**Wiring by layer**

(3 px per micron)
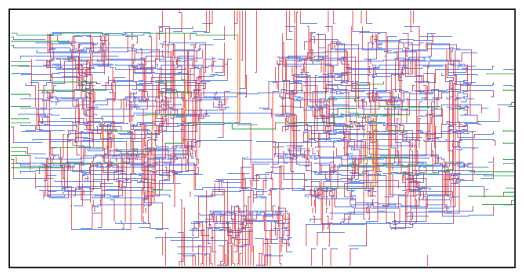
**Met3 routing**

(2 px per micron) Cells faint in the background.
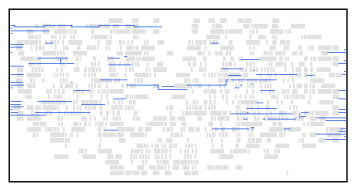
**The clock network**

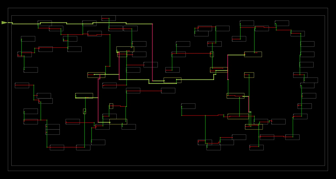
**The metal 2 layer**

(2 px per micron)
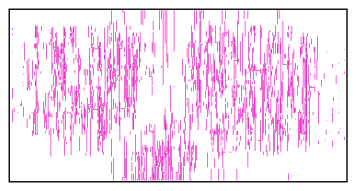
Design hazard_control_unit, sky130hd; sources not shown.
==> flow_metrics.tcl <==
# implementation run metrics
set metrics [dict create \
    final_layout_top_logic_cell "sky130_fd_sc_hd__nand2_1" \
    detailed_place.area_sq_um 5500 \
    cts_resized 0 \
    drv.max_cap_violation_count 0 \
    areaGrowthSynthToFinish_pct 33.0 \
    core-area_sq_um 13000 \
    place.detailed.hpwl_microns 9840 \
    tns_ps 0 \
    holdBufCountCts 0 \
    synthTopCellsByArea "sky130_fd_sc_hd__dfxtp_1 (30%), sky130_fd_sc_hd__nand2_1 (22%), sky130_fd_sc_hd__nor2_1 (10%)" \
    cp.required_ps 3000 \
    p_clk_share_pct 49.4 \
    switching_share_pct 25.1 \
    rows 29 \
    synth_top_cell_by_count "sky130_fd_sc_hd__nand2_1" \
    layout_min_cycle_time_ps 3630 \
    end_kind "output port" \
    ys_cells 728 \
    vdd_drop_max_v 0.000151 \
    worst_skew_pair.late_latency_ps 340 \
    clock.fmax_ghz 0.276 \
    crit_fanout 4 \
    synth_nets 753 \
    die_area_sq_um 14400 \
    post_synth_num_cell_types 34 \
    cellPowerDensity_nw_per_um2 282 \
    numPortBuffers 95 \
    pwr.group.combinational_mw 0.171 \
    yosys-top-cells-count "sky130_fd_sc_hd__nand2_1 (259), sky130_fd_sc_hd__nor2_1 (117), sky130_fd_sc_hd__dfxtp_1 (65)" \
    drt_iter0_drc 274 \
    io_pins 97 \
    gr-total-overflow 0 \
    setup_repair_after_global_routing_missed_its_margin "false" \
    post_cts.repair.setup_buffers 0 \
    post_route_cells_drive_above_1_share_pct 5.61 \
    slew-limit-headroom_pct 57.0 \
    min_path_type "reg2reg" \
    timing.final.hold_violations 0 \
    top_power_group "the clock network" \
    final_design_area_no_fill_sq_um 5800 \
    first_pass_iters 5 \
    worst_setup_hold_path_clk_slew_ps 60 \
    first_pass_grt_wire_length_microns 22100 \
    synth.yosys.warnings 0 \
    power.net_switching_mw 0.410 \
    ctsHtreeMaxLevel 3 \
    async_flop_share_pct 0 \
    grt-busiest-layer "met2" \
    grt_start_max_net_pins 49 \
    r2r_cells 9 \
    met1_usage_pct 25.0 \
    grt_pass1_vias 4466 \
    detail-route-antenna-nets 0 \
    setup_violations 0 \
    fin_total_pwr_mw 1.63 \
    seq-power_mw 0.656 \
    finish.net_count 841 \
    power_leakage_nw 2.05 \
    comb_power_share_pct 10.5 \
    intPower_mw 1.22 \
    initCoreUtil_pct 33.6 \
    post-route-drc-count 0 \
    critical_path.startpoint_type "primary input" \
    tritoncts "done" \
    yosys_most_used_dff "sky130_fd_sc_hd__dfxtp_1" \
    finalCritPeriodShare_pct 90.7 \
    viasPerCell 4.85 \
    timing.critical_path.arrival_ps 2630 \
    clock_path_buffers 2 \
    syn-instance-count 728 \
    final_layout_top_logic_cells "sky130_fd_sc_hd__nand2_1 (259), sky130_fd_sc_hd__nor2_1 (117), sky130_fd_sc_hd__clkdlybuf4s50_1 (85), sky130_fd_sc_hd__dfxtp_1 (65), sky130_fd_sc_hd__inv_1 (61)" \
    share_of_the_synthesized_area_in_the_top_cell_type_pct 29.8 \
    netlist_area_sq_um 4360 \
    timing.final.max_slew_violations 0 \
    cts_root_buf "sky130_fd_sc_hd__clkbuf_16" \
    synth_flop_count 65 \
    power.sequential.fraction_pct 40.1 \
    syn_area_per_cell_sq_um 5.99 \
    setup.reg_to_reg.worst_slack_ps 1370 \
    worstSetupPathType "in2out" \
    synth-edff-count 0 \
    initial_antenna_violation_count 0 \
    outcome "finished, final reports clean" \
    tool_warnings 26 \
    slew_at_the_pin_closest_to_its_max_slew_limit_ps 644 \
    top_area_cell "sky130_fd_sc_hd__dfxtp_1" \
    synth_seq_share_pct 29.8 \
    timing.hold.worst_path_depth 2 \
    die_width_microns 168 \
    die-height_microns 85.6 \
    yosys_chip_area_sq_um 4360 \
]
Notes on 'wiring by layer' above:
layer	color	wire length
M4	orange	168 microns
M1	blue	6,520 microns
M2	red	5,980 microns
M3	green	653 microns
total routing usage reported by global routing: 19.2%
sum of routed wire length over all layers: 13,300 microns
routed via count: 4,807
wire length per cell after detailed routing: 13.4 microns

Notes on 'met3 routing' above:
share of all routed wire	4.9%
nets with wire on the layer	63
wire length on this layer	653 microns
longest straight run	30.4 microns
global routing met3 resource utilization: 4.48%

Notes on 'the clock network' above:
setup skew after layout: 8.82 ps
sequential cell count: 65
Num CTS Buffers: 9
number of sinks driven by the clock tree: 65
power in the clock group: 0.807 mW

Notes on 'the metal 2 layer' above:
main direction	vertical
nets with wire on the layer	638
share of all routed wire	45%
longest straight run	46.9 microns
wire length on this layer	5,980 microns
met2 global-route usage: 32.2%

-- worst max-delay path: stages --
cell and delay, ps:
sky130_fd_sc_hd__clkdlybuf4s50_1 530, sky130_fd_sc_hd__inv_1 70, sky130_fd_sc_hd__nand2_1 60, sky130_fd_sc_hd__nand2_1 50, sky130_fd_sc_hd__nor2_1 120, sky130_fd_sc_hd__nand3_1 80, sky130_fd_sc_hd__nand2_1 70, sky130_fd_sc_hd__nand2_1 110
sky130_fd_sc_hd__nand3_2 90, sky130_fd_sc_hd__nand2_1 150, sky130_fd_sc_hd__inv_1 140, sky130_fd_sc_hd__buf_12 140
-- stage by stage --
step / hold slack, ps / setup WS, ps / utilization (%) / cells
2_1_floorplan: 461 / 189 / - / 728
3_3_place_gp: 481 / 458 / 42.3 / 975
3_5_place_dp: 485 / 390 / 42.3 / 975
4_1_cts: 501 / 389 / 44.6 / 990
5_1_grt: 533 / 243 / 44.6 / 990
6_report: 495 / 370 / 44.6 / 991
-- final cells by class --
cell class	instances	area [sq um]
Clock inverter	3	40.0
Fill cell	1391	7190
Sequential cell	65	1300
Inverter	63	236
Multi-Input combinational cell	576	2690
Timing Repair Buffer	101	1060
Antenna cell	1	2.50
Tap cell	170	213
Clock buffer	12	256
-- kinds of logic (layout without fill, tap and decap cells) --
group	count (synthesis)	count (layout)	share of synthesized area [%]
AND-OR/OR-AND	63	63	7.40
XOR/XNOR	28	28	5.62
adder cells (fa/ha/maj)	2	2	0.574
buffers and inverters	87	179	8.40
flip-flops	65	65	29.8
other	1	2	0.0860
AND/OR/NAND/NOR	482	482	48.1
-- routing by layer --
layer / part of all wire [%] / vias up / wire length [microns]
met1: 49 / 2165 / 6520
met4: 1.3 / 0 / 168
met2: 45 / 107 / 5980
met3: 4.9 / 21 / 652
met5: 0 / - / 0
li1: - / 2514 / -
Power and IR drop assume default switching activity.
